$ cat src/rtl/aes_host_ctrl_if.sv
// Host-side bundle for aes_host_ctrl: upstream request/response, key config,
// and the command/data port of the aes core.
interface aes_host_ctrl_if;
  logic [255:0] cfg_key;
  logic [1:0]   cfg_key_mode;
  logic         cfg_load;
  logic         req_valid;
  logic         req_ready;
  logic [127:0] req_data;
  logic         req_ende;
  logic         rsp_valid;
  logic         rsp_ready;
  logic [127:0] rsp_data;
  logic         rsp_ende;
  logic         err;
  logic         i_start;
  logic         i_enable;
  logic         i_ende;
  logic [255:0] i_key;
  logic [1:0]   i_key_mode;
  logic [127:0] i_data;
  logic         i_data_valid;
  logic         o_ready;
  logic         o_key_ready;
  logic         o_data_valid;
  logic [127:0] o_data;

  modport master (
    input  cfg_key, cfg_key_mode, cfg_load, req_valid, req_data, req_ende, rsp_ready,
           o_ready, o_key_ready, o_data_valid, o_data,
    output req_ready, rsp_valid, rsp_data, rsp_ende, err,
           i_start, i_enable, i_ende, i_key, i_key_mode, i_data, i_data_valid
  );

  modport slave (
    output cfg_key, cfg_key_mode, cfg_load, req_valid, req_data, req_ende, rsp_ready,
           o_ready, o_key_ready, o_data_valid, o_data,
    input  req_ready, rsp_valid, rsp_data, rsp_ende, err,
           i_start, i_enable, i_ende, i_key, i_key_mode, i_data, i_data_valid
  );
endinterface

$ cat src/rtl/aes_host_ctrl.sv
// Initiator for the aes core: key load, credit-limited block issue, response FIFO,
// progress timeout with a sticky error.
module aes_host_ctrl #(
  parameter int DEPTH   = 4,
  parameter int TIMEOUT = 1024
) (
  input  logic            clk,
  input  logic            reset,
  aes_host_ctrl_if.master bus
);
  localparam int OW = $clog2(DEPTH + 1);
  localparam int PW = $clog2(DEPTH);
  localparam int TW = $clog2(TIMEOUT + 1);

  typedef enum logic [2:0] {IDLE, KEY_LOAD, KEY_WAIT, RUN, ERROR} state_t;

  state_t         state_q, state_d;
  logic [255:0]   key_q, key_d;
  logic [1:0]     key_mode_q, key_mode_d;
  logic [127:0]   i_data_q, i_data_d;
  logic           i_data_valid_q, i_data_valid_d;
  logic           cur_ende_q, cur_ende_d;
  logic           load_pending_q, load_pending_d;
  logic           err_q, err_d;
  logic [OW-1:0]  outstanding_q, outstanding_d;
  logic [TW-1:0]  timer_q, timer_d;
  logic [OW-1:0]  cnt_q, cnt_d;
  logic [PW-1:0]  wr_ptr_q, wr_ptr_d, rd_ptr_q, rd_ptr_d;
  logic [128:0]   mem_q [DEPTH];

  logic [OW:0]    used;
  logic [TW-1:0]  timer_inc;
  logic           dir_block, req_ready, accept, push, pop;

  function automatic logic [PW-1:0] next_ptr(input logic [PW-1:0] p);
    return (p == PW'(DEPTH - 1)) ? '0 : p + PW'(1);
  endfunction

  always_comb begin
    used      = {1'b0, outstanding_q} + {1'b0, cnt_q};
    // Mixing directions in flight would mis-tag results, so a switch drains first.
    dir_block = (outstanding_q != '0) && (bus.req_ende != cur_ende_q);
    req_ready = (state_q == RUN) && bus.o_ready && (used < (OW + 1)'(DEPTH))
                && !load_pending_q && !dir_block;
    accept    = req_ready && bus.req_valid;
    pop       = (cnt_q != '0) && bus.rsp_ready;
    timer_inc = (timer_q == TW'(TIMEOUT)) ? timer_q : timer_q + TW'(1);

    state_d        = state_q;
    key_d          = key_q;
    key_mode_d     = key_mode_q;
    i_data_d       = i_data_q;
    i_data_valid_d = 1'b0;
    cur_ende_d     = cur_ende_q;
    load_pending_d = load_pending_q;
    err_d          = err_q;
    outstanding_d  = outstanding_q;
    timer_d        = timer_q;
    push           = 1'b0;

    case (state_q)
      IDLE: begin
        if (bus.cfg_load) begin
          key_d      = bus.cfg_key;
          key_mode_d = bus.cfg_key_mode;
          state_d    = KEY_LOAD;
        end
      end
      KEY_LOAD: begin
        timer_d = '0;
        state_d = KEY_WAIT;
      end
      KEY_WAIT: begin
        if (bus.o_key_ready) begin
          timer_d = '0;
          state_d = RUN;
        end else begin
          timer_d = timer_inc;
          if (timer_inc == TW'(TIMEOUT)) begin
            err_d   = 1'b1;
            state_d = ERROR;
          end
        end
      end
      RUN: begin
        if (accept) begin
          i_data_d       = bus.req_data;
          cur_ende_d     = bus.req_ende;
          i_data_valid_d = 1'b1;
        end
        push          = bus.o_data_valid && (outstanding_q != '0);
        outstanding_d = outstanding_q + OW'(accept) - OW'(push);
        if (bus.cfg_load) begin
          key_d          = bus.cfg_key;
          key_mode_d     = bus.cfg_key_mode;
          load_pending_d = 1'b1;
        end
        if ((outstanding_q != '0) && !bus.o_data_valid) begin
          timer_d = timer_inc;
          if (timer_inc == TW'(TIMEOUT)) begin
            err_d   = 1'b1;
            state_d = ERROR;
          end
        end else begin
          timer_d = '0;
          if (load_pending_q && (outstanding_q == '0)) begin
            load_pending_d = 1'b0;
            state_d        = KEY_LOAD;
          end
        end
      end
      ERROR: begin
        if (bus.cfg_load) begin
          key_d          = bus.cfg_key;
          key_mode_d     = bus.cfg_key_mode;
          err_d          = 1'b0;
          outstanding_d  = '0;
          timer_d        = '0;
          load_pending_d = 1'b0;
          state_d        = KEY_LOAD;
        end
      end
      default: state_d = IDLE;
    endcase

    // A response nobody asked for is dropped and faults the controller.
    if ((state_q != ERROR) && bus.o_data_valid && (outstanding_q == '0)) begin
      err_d          = 1'b1;
      load_pending_d = 1'b0;
      state_d        = ERROR;
    end

    cnt_d    = cnt_q + OW'(push) - OW'(pop);
    wr_ptr_d = push ? next_ptr(wr_ptr_q) : wr_ptr_q;
    rd_ptr_d = pop  ? next_ptr(rd_ptr_q) : rd_ptr_q;
  end

  always_ff @(posedge clk) begin
    if (reset) begin
      state_q        <= IDLE;
      key_q          <= '0;
      key_mode_q     <= '0;
      i_data_q       <= '0;
      i_data_valid_q <= 1'b0;
      cur_ende_q     <= 1'b0;
      load_pending_q <= 1'b0;
      err_q          <= 1'b0;
      outstanding_q  <= '0;
      timer_q        <= '0;
      cnt_q          <= '0;
      wr_ptr_q       <= '0;
      rd_ptr_q       <= '0;
    end else begin
      state_q        <= state_d;
      key_q          <= key_d;
      key_mode_q     <= key_mode_d;
      i_data_q       <= i_data_d;
      i_data_valid_q <= i_data_valid_d;
      cur_ende_q     <= cur_ende_d;
      load_pending_q <= load_pending_d;
      err_q          <= err_d;
      outstanding_q  <= outstanding_d;
      timer_q        <= timer_d;
      cnt_q          <= cnt_d;
      wr_ptr_q       <= wr_ptr_d;
      rd_ptr_q       <= rd_ptr_d;
    end
  end

  always_ff @(posedge clk) begin
    if (push) mem_q[wr_ptr_q] <= {cur_ende_q, bus.o_data};
  end

  assign bus.req_ready    = req_ready;
  assign bus.rsp_valid    = (cnt_q != '0);
  assign bus.rsp_data     = (cnt_q != '0) ? mem_q[rd_ptr_q][127:0] : '0;
  assign bus.rsp_ende     = (cnt_q != '0) ? mem_q[rd_ptr_q][128]   : 1'b0;
  assign bus.err          = err_q;
  assign bus.i_start      = (state_q == KEY_LOAD);
  assign bus.i_enable     = (state_q == KEY_LOAD) || (state_q == KEY_WAIT) || (state_q == RUN);
  assign bus.i_ende       = cur_ende_q;
  assign bus.i_key        = key_q;
  assign bus.i_key_mode   = key_mode_q;
  assign bus.i_data       = i_data_q;
  assign bus.i_data_valid = i_data_valid_q;
endmodule

$ cat src/flat_wrapper.sv
// flat-port wrapper written by rule: the top's interface ports become plain ports
module aes_host_ctrl_flat 
#(
  parameter int DEPTH   = 4,
  parameter int TIMEOUT = 1024
)
  (clk, reset, bus_cfg_key, bus_cfg_key_mode, bus_cfg_load, bus_req_valid, bus_req_data, bus_req_ende, bus_rsp_ready, bus_o_ready, bus_o_key_ready, bus_o_data_valid, bus_o_data, bus_req_ready, bus_rsp_valid, bus_rsp_data, bus_rsp_ende, bus_err, bus_i_start, bus_i_enable, bus_i_ende, bus_i_key, bus_i_key_mode, bus_i_data, bus_i_data_valid);
  aes_host_ctrl_if bus_i ();
  input  logic clk;
  input  logic reset;
  input wire logic [$bits(bus_i.cfg_key)-1:0] bus_cfg_key;
  input wire logic [$bits(bus_i.cfg_key_mode)-1:0] bus_cfg_key_mode;
  input wire logic [$bits(bus_i.cfg_load)-1:0] bus_cfg_load;
  input wire logic [$bits(bus_i.req_valid)-1:0] bus_req_valid;
  input wire logic [$bits(bus_i.req_data)-1:0] bus_req_data;
  input wire logic [$bits(bus_i.req_ende)-1:0] bus_req_ende;
  input wire logic [$bits(bus_i.rsp_ready)-1:0] bus_rsp_ready;
  input wire logic [$bits(bus_i.o_ready)-1:0] bus_o_ready;
  input wire logic [$bits(bus_i.o_key_ready)-1:0] bus_o_key_ready;
  input wire logic [$bits(bus_i.o_data_valid)-1:0] bus_o_data_valid;
  input wire logic [$bits(bus_i.o_data)-1:0] bus_o_data;
  output wire logic [$bits(bus_i.req_ready)-1:0] bus_req_ready;
  output wire logic [$bits(bus_i.rsp_valid)-1:0] bus_rsp_valid;
  output wire logic [$bits(bus_i.rsp_data)-1:0] bus_rsp_data;
  output wire logic [$bits(bus_i.rsp_ende)-1:0] bus_rsp_ende;
  output wire logic [$bits(bus_i.err)-1:0] bus_err;
  output wire logic [$bits(bus_i.i_start)-1:0] bus_i_start;
  output wire logic [$bits(bus_i.i_enable)-1:0] bus_i_enable;
  output wire logic [$bits(bus_i.i_ende)-1:0] bus_i_ende;
  output wire logic [$bits(bus_i.i_key)-1:0] bus_i_key;
  output wire logic [$bits(bus_i.i_key_mode)-1:0] bus_i_key_mode;
  output wire logic [$bits(bus_i.i_data)-1:0] bus_i_data;
  output wire logic [$bits(bus_i.i_data_valid)-1:0] bus_i_data_valid;
  assign bus_i.cfg_key = bus_cfg_key;
  assign bus_i.cfg_key_mode = bus_cfg_key_mode;
  assign bus_i.cfg_load = bus_cfg_load;
  assign bus_i.req_valid = bus_req_valid;
  assign bus_i.req_data = bus_req_data;
  assign bus_i.req_ende = bus_req_ende;
  assign bus_i.rsp_ready = bus_rsp_ready;
  assign bus_i.o_ready = bus_o_ready;
  assign bus_i.o_key_ready = bus_o_key_ready;
  assign bus_i.o_data_valid = bus_o_data_valid;
  assign bus_i.o_data = bus_o_data;
  assign bus_req_ready = bus_i.req_ready;
  assign bus_rsp_valid = bus_i.rsp_valid;
  assign bus_rsp_data = bus_i.rsp_data;
  assign bus_rsp_ende = bus_i.rsp_ende;
  assign bus_err = bus_i.err;
  assign bus_i_start = bus_i.i_start;
  assign bus_i_enable = bus_i.i_enable;
  assign bus_i_ende = bus_i.i_ende;
  assign bus_i_key = bus_i.i_key;
  assign bus_i_key_mode = bus_i.i_key_mode;
  assign bus_i_data = bus_i.i_data;
  assign bus_i_data_valid = bus_i.i_data_valid;
  aes_host_ctrl #(.DEPTH(DEPTH), .TIMEOUT(TIMEOUT)) u_core (.clk(clk), .reset(reset), .bus(bus_i));
endmodule
$ cat config.mk
export PLATFORM = sky130hd
export DESIGN_NAME = aes_host_ctrl_flat
export DESIGN_NICKNAME = d
export VERILOG_FILES = /design/src/rtl/aes_host_ctrl_if.sv /design/src/rtl/aes_host_ctrl.sv /design/src/flat_wrapper.sv
export SDC_FILE = /design/constraint.sdc
export NUM_CORES = 1
export LEC_CHECK = 0
export ABC_AREA = 0
export CAP_MARGIN = 5
export CORE_AREA = 5 5 401 403
export DETAILED_ROUTE_END_ITERATION = 10
export DIE_AREA = 0 0 406 408
export HOLD_SLACK_MARGIN = 0.15
export PLACE_DENSITY_LB_ADDON = 0.15
export SKIP_LAST_GASP = 1
export SLEW_MARGIN = 20
export SYNTH_ARGS = -nofsm -noshare
export SYNTH_HDL_FRONTEND = slang
export SYNTH_SLANG_ARGS = --single-unit
$ cat constraint.sdc
create_clock -name clk -period 9.1 [get_ports clk]
set_input_delay 2.275 -clock clk [delete_from_list [all_inputs] [get_ports clk]]
set_output_delay 2.275 -clock clk [all_outputs]
set_load 0.1 [all_outputs]
==> flow_summary_export.csv, run 1 <==
group,metric,value,unit
status,status,"completed",
yosys,postSynthSeqShare,68.7,%
global_route,gr-usage-met3,5.66,%
floorplanning,fp.dieH,408,um
setup_path,worstSetupPathDepth,5,
flow_run,warnings,66,
placed_design,gp_congestion,0.929,
setup_path,cpLargestDelayFamily,"buffers and inverters",
setup_path,critPathCapture,"bus_req_ready",
finish,syn2layout_area_growth,46.1,%
pwr,maxPowerGroup,"combinational logic",
timing,worst_pin_slew,1.17,ns
yosys,ys_warn_count,0,
setup_path,cp_num_buf_inv,2,
yosys,yosys.area_share.simple,12.3,%
setup_path,crit_chain,"clkdlybuf4s50_1 > nand2b_1 > nor4_1 > and3_1 > clkdlybuf4s50_1",
yosys,ys_async_sr_fraction,0,%
finish,layout_top_cell,"clkdlybuf4s50_1",
yosys,aoi_share,6.76,%
detailed_routing,wl_met1,59.6,mm
floorplanning,coreArea,157000,um^2
finish,nClkBuffers,140,
finish,ff_latch_area,23800,um^2
detailed_routing,drt_iter0_markers,2025,
floorplanning,io_pins,1045,
finish,comb_cells,1595,
finish,clk_share,7.13,%
timing,fin_crit_sh,73.4,%
finish,top_register,"u_core.mem_q",
pwr,combPwrFrac,38.3,%
detailed_routing,post-route-drc-count,0,
pwr,clockPowerShare,29.9,%
global_route,grt_remaining_overflow,0,
detailed_routing,wl_per_cell,24.3,um
setup_path,cp.required,6.83,ns
cts,clk_pin_slew,0.05,ns
yosys,ys.flop_type,"edfxtp_1",
placed_design,dp_hpwl,103,mm
finish,fin_util,32.2,%
worst_hold_path,min_path_type,"reg2reg",
setup_path,timing.rr.start,"u_core.state_q[2]",
floorplanning,fp_util,22.1,%
global_route,antenna_found_initial,46,
timing,fmax,150,MHz
pwr,powerDensity,289,nW/um^2
cts,hold_buffers,0,
global_route,grt_use_total,16.6,%
finish,insertedDiodeCount,19,
detailed_routing,dr.max_layer_used,"met5",
timing,rsz0062_at_grt,"false",
placed_design,detailed_place.area,47000,um^2
finish,comb_share,19.4,%
detailed_routing,ant_nets,0,
detailed_routing,viasPerCell,4.26,
finish,layout.nets,4254,
worst_hold_path,holdPathEnd,"u_core.bus.i_data[117]",
placed_design,dpl_worst_slack,2.44,ns
cts,clock.latency.late_pin,0.73,ns
yosys,ys_area,34700,um^2
yosys,synth_top_area_share,44.7,%
global_route,grt_use_met1,21.3,%
floorplanning,taps,2072,
setup_path,cpMostUsedCell,"clkdlybuf4s50_1",
timing,fin_ws,2.42,ns
detailed_routing,drt-pass1-iter-count,5,
worst_hold_path,hold_start,"u_core.bus.i_data[117]",
finish,bufAreaShareNonClock,21.1,%
flow_run,maxCapViolations,0,
timing,setup_viol,0,
setup_path,startpoint,"bus_o_ready",
setup_path,crit_type,"in2out",
setup_path,timing.rr.end,"u_core.outstanding_q[2]",
pwr,p_leak,16.6,nW
timing,skew,0.0629,ns
floorplanning,design.die.area,166000,um^2
timing,period_minus_slack,6.68,ns
finish,final.fill_count,16000,
yosys,syn_nets,3266,
global_route,first_global_vias,24900,
yosys,largest_area_cell,"edfxtp_1",
yosys,edf_count,516,
yosys,synthAdderAreaFrac,0.585,%
pwr,intPower,8.47,mW
cts,post_cts_buffers,0,
cts,clock_path_buffers,3,
global_route,grt_max_degree,190,
setup_path,reg2reg_slack,5.51,ns
yosys,synthCells,2728,
floorplanning,die_width,406,um
cts,post_cts_resized,0,
setup_path,r2r_cells,10,
setup_path,max_stage_delay,1.13,ns
finish,lay_top_cells,"clkdlybuf4s50_1, nand2_1, edfxtp_1, dfxtp_1, a21oi_1",
cts,cts_tree,"done",
timing,hold_violations,0,
pwr,finalPower,14.6,mW
finish,final_cells,5898,
pwr,comb_cell_power,5.61,mW
timing,setup_tns,0,ns
finish,drive_above_1_share,9.35,%
setup_path,end_kind,"output port",
yosys,syn_area,34700,um^2
global_route,grt_pass1_wl,196,mm
timing,hold_slack,0.450,ns
placed_design,placed_cells,5678,
yosys,synthTopCellsByArea,"edfxtp_1, dfxtp_1, nand2_1",
pwr,switching_power,6.15,mW
yosys,yosysCellCount,2728,
setup_path,startpoint_type,"primary input",
finish,inverters,14,
pwr,peakVddDrop,207,uV
detailed_routing,dr_wl_met3,13.6,mm
setup_path,crit_fanout,2,
yosys,ys_ff,932,
yosys,ys_types,57,
yosys,synth_area_per_cell,12.7,um^2
worst_hold_path,hold_depth,2,
pwr,powerClk,4.37,mW
pwr,switching_share,42.1,%
pwr,p_seq_share,31.8,%
finish,nFlopsAndLatches,932,
cts,numCtsBuffers,108,
timing,max_slew_margin,21.7,%
timing,slew_violations,0,
cts,cts_root_buf,"clkbuf_16",
cts,cts_sinks,932,
setup_path,cp.arrival,4.40,ns
pwr,pg_seq,4.65,mW
floorplanning,rows,146,
run 1: synth_stat cells, types with 4 or more instances:
cell,number
nand2_1,794
a311oi_1,6
nor2_1,15
nand3_1,10
and3_1,10
mux4_2,129
a31oi_1,7
nor3_1,4
clkbuf_1,86
or3_1,5
and2_1,130
dfxtp_1,416
ha_1,13
o21ai_0,5
buf_4,6
edfxtp_1,516
buf_6,25
buf_2,65
inv_1,13
nand2b_1,6
a21oi_1,403
buf_1,5
run 1: worst reg2reg max path, delay by kind of cell (launching register included):
kind,cells,cell delay [ns]
simple gates,3,0.81
xor+xnor,1,0.16
fa+ha+maj,2,0.75
flops,1,0.57
compound gates,2,0.23
buf+inv,2,0.99
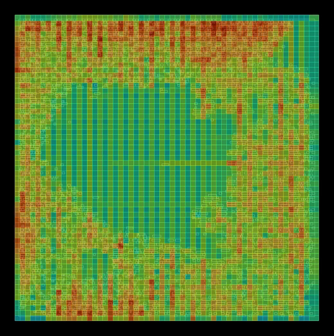
**Above:** run 1 (congestion heat map).
GRT met2 Usage: 26.8%
gr busiest metal: met2

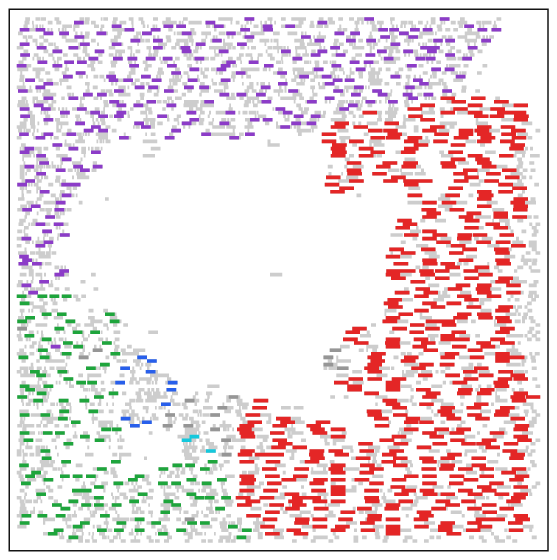
**Above:** run 1 (register map, names as in the netlist).
Other sequential cells in the stronger grey, the rest of the logic in the fainter grey.
Green marks `u_core.bus.i_data`, placed flops 128, where south-west. Cyan marks `u_core.outstanding_q`, placed flops 3. Purple marks `u_core.bus.i_key`, placed flops 256. Red marks `u_core.mem_q`, placed flops 516. Blue marks `u_core.timer_q`, placed flops 11.
Another 18 sequential cells are not coloured.

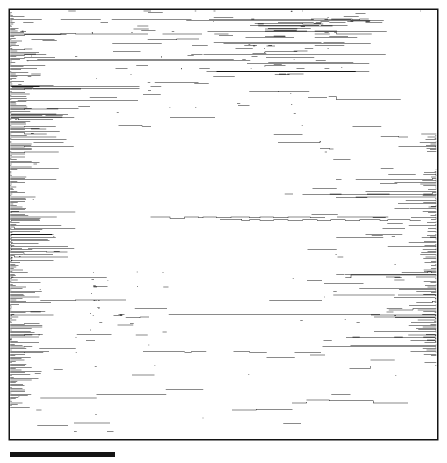
**Above:** run 1 (met3 routing).
The bar under the picture is 100 um long.
The wires run mostly horizontal. The longest straight run is 213 um. The layer holds 9.5% of the routed length.

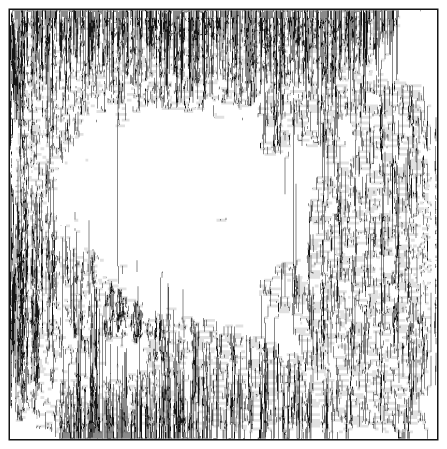
**Above:** run 1 (the metal 2 layer).
Cells faint in the background.
The wires run mostly vertical. The layer carries 67.2 mm of wire. 3,565 nets have wire on it. The layer holds 47% of the routed length. The longest straight run is 193 um.
vias: 25.1k
Total Wirelength: 143 mm

==> run 1 -> run 2 <==
--- a/config.mk
+++ b/config.mk
@@ -7,9 +7,9 @@
 export LEC_CHECK = 0
 export ABC_AREA = 0
 export CAP_MARGIN = 5
-export CORE_AREA = 5 5 401 403
+export CORE_AREA = 5 5 405 407
 export DETAILED_ROUTE_END_ITERATION = 10
-export DIE_AREA = 0 0 406 408
+export DIE_AREA = 0 0 410 412
 export HOLD_SLACK_MARGIN = 0.15
 export PLACE_DENSITY_LB_ADDON = 0.15
 export SKIP_LAST_GASP = 1
==> constraint.sdc (replaced) <==
create_clock -name clk -period 6.35 [get_ports clk]
set_input_delay 1.5875 -clock clk [delete_from_list [all_inputs] [get_ports clk]]
set_output_delay 1.5875 -clock clk [all_outputs]
set_load 0.1 [all_outputs]
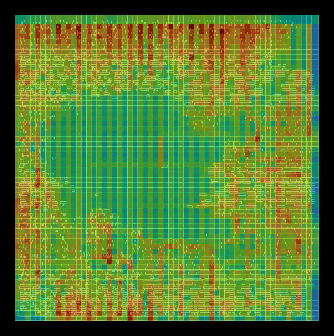
**Above:** run 2 (congestion heat map).
DR WL/cell: 24.7 um
Overall Global Routing Usage: 16.6%
met3 usage: 5.17%

==> run 2 against run 1 <==
Net effect: worst setup slack worse by 1.3 ns; synthesized cell count is the same; global-route usage hardly changed; sequential power up 43%; cell area up 0.82%; register-to-register slack worse by 2.3 ns.
==> flow_summary_export.csv, run 2 <==
group,metric,value,unit
finish,lay_top_cells,"clkdlybuf4s50_1, nand2_1, edfxtp_1, dfxtp_1, a21oi_1",
timing,fin_crit_sh,81.7,%
global_route,grt_max_degree,158,
timing,setup_tns,0,ns
placed_design,dp_hpwl,107,mm
flow_run,warnings,46,
yosys,ys_warn_count,0,
finish,layout_top_cell,"clkdlybuf4s50_1",
setup_path,crit_chain,"or3_4 > buf_12 > and2_1 > clkdlybuf4s50_1",
cts,post_cts_buffers,0,
global_route,busiest_layer,"met2",
detailed_routing,dr_total_vias,25000,
cts,numCtsBuffers,110,
cts,cts_root_buf,"clkbuf_16",
yosys,common_cells,"nand2_1, edfxtp_1, dfxtp_1",
floorplanning,taps,2086,
pwr,switching_share,41.7,%
finish,fin_util,31.9,%
flow_run,maxCapViolations,0,
yosys,synthCells,2728,
status,status,"completed",
finish,comb_share,19.2,%
detailed_routing,ant_nets,0,
setup_path,reg2reg_slack,3.20,ns
setup_path,cp.arrival,3.60,ns
timing,rsz0062_at_grt,"false",
floorplanning,fp_util,21.7,%
timing,fin_ws,1.16,ns
floorplanning,fp.dieH,412,um
finish,syn2layout_area_growth,47.3,%
setup_path,end_kind,"output port",
global_route,grt_pass1_wl,201,mm
finish,final_cells,5931,
yosys,ys_ff,932,
yosys,ys.flop_type,"edfxtp_1",
placed_design,gp_congestion,0.883,
cts,clk_pin_slew,0.06,ns
timing,hold_violations,0,
yosys,synth_area_per_cell,12.7,um^2
global_route,grt.met2_usage,27.0,%
finish,final.fill_count,16200,
yosys,syn_nets,3266,
global_route,grt_remaining_overflow,0,
cts,clock.latency.late_pin,0.74,ns
finish,nClkBuffers,134,
yosys,ys_area,34700,um^2
pwr,clockPowerShare,31.0,%
floorplanning,io_pins,1045,
yosys,yosysMostFrequentCell,"nand2_1",
detailed_routing,post-route-drc-count,0,
finish,bufAreaShareNonClock,21.3,%
pwr,powerDensity,419,nW/um^2
floorplanning,rows,147,
finish,clk_share,7.45,%
yosys,largest_area_cell,"edfxtp_1",
finish,top_register,"u_core.mem_q",
global_route,antenna_found_initial,42,
yosys,synth_top_area_share,44.7,%
cts,hold_buffers,0,
pwr,p_seq_share,31.1,%
yosys,edf_count,516,
pwr,peakVddDrop,392,uV
timing,worst_pin_slew,1.23,ns
setup_path,startpoint_type,"flip-flop",
global_route,first_global_vias,25000,
finish,comb_cells,1595,
floorplanning,design.die.area,169000,um^2
placed_design,dpl_worst_slack,1.76,ns
timing,max_slew_margin,17.9,%
finish,ff_latch_area,23800,um^2
timing,setup_viol,0,
pwr,combPwrFrac,37.9,%
setup_path,cp.required,4.76,ns
detailed_routing,drt-pass1-iter-count,5,
detailed_routing,wl_met1,62.4,mm
finish,nFlopsAndLatches,932,
run 2: power groups by stage:
stage,Clock (mW),Sequential [mW],Combinational (mW)
after floorplan,0,7.52,5.11
after global placement,0,6.78,8.22
after detailed placement,0,6.78,8.23
after CTS,6.85,6.65,8.24
after global routing,7.11,6.67,8.39
final,6.62,6.65,8.10
run 2: path summary, 6_finish.rpt:
path,depth (start not counted),end,from
worst max-delay path,4,bus_rsp_data[73],u_core.cnt_q[1]
worst min-delay path,2,u_core.bus.i_key[48],u_core.bus.i_key[48]
worst max register to register,12,u_core.cnt_q[2],u_core.cnt_q[1]
worst min register to register,2,u_core.bus.i_key[48],u_core.bus.i_key[48]
run 2: worst max-delay path: cells and delay by family (launching register included):
family        cells  cell delay (ns)
buf+inv           2             1.52
simple gates      2             0.79
flops             1             0.42
No activity file was given, so power comes from the tool's default toggle rates.
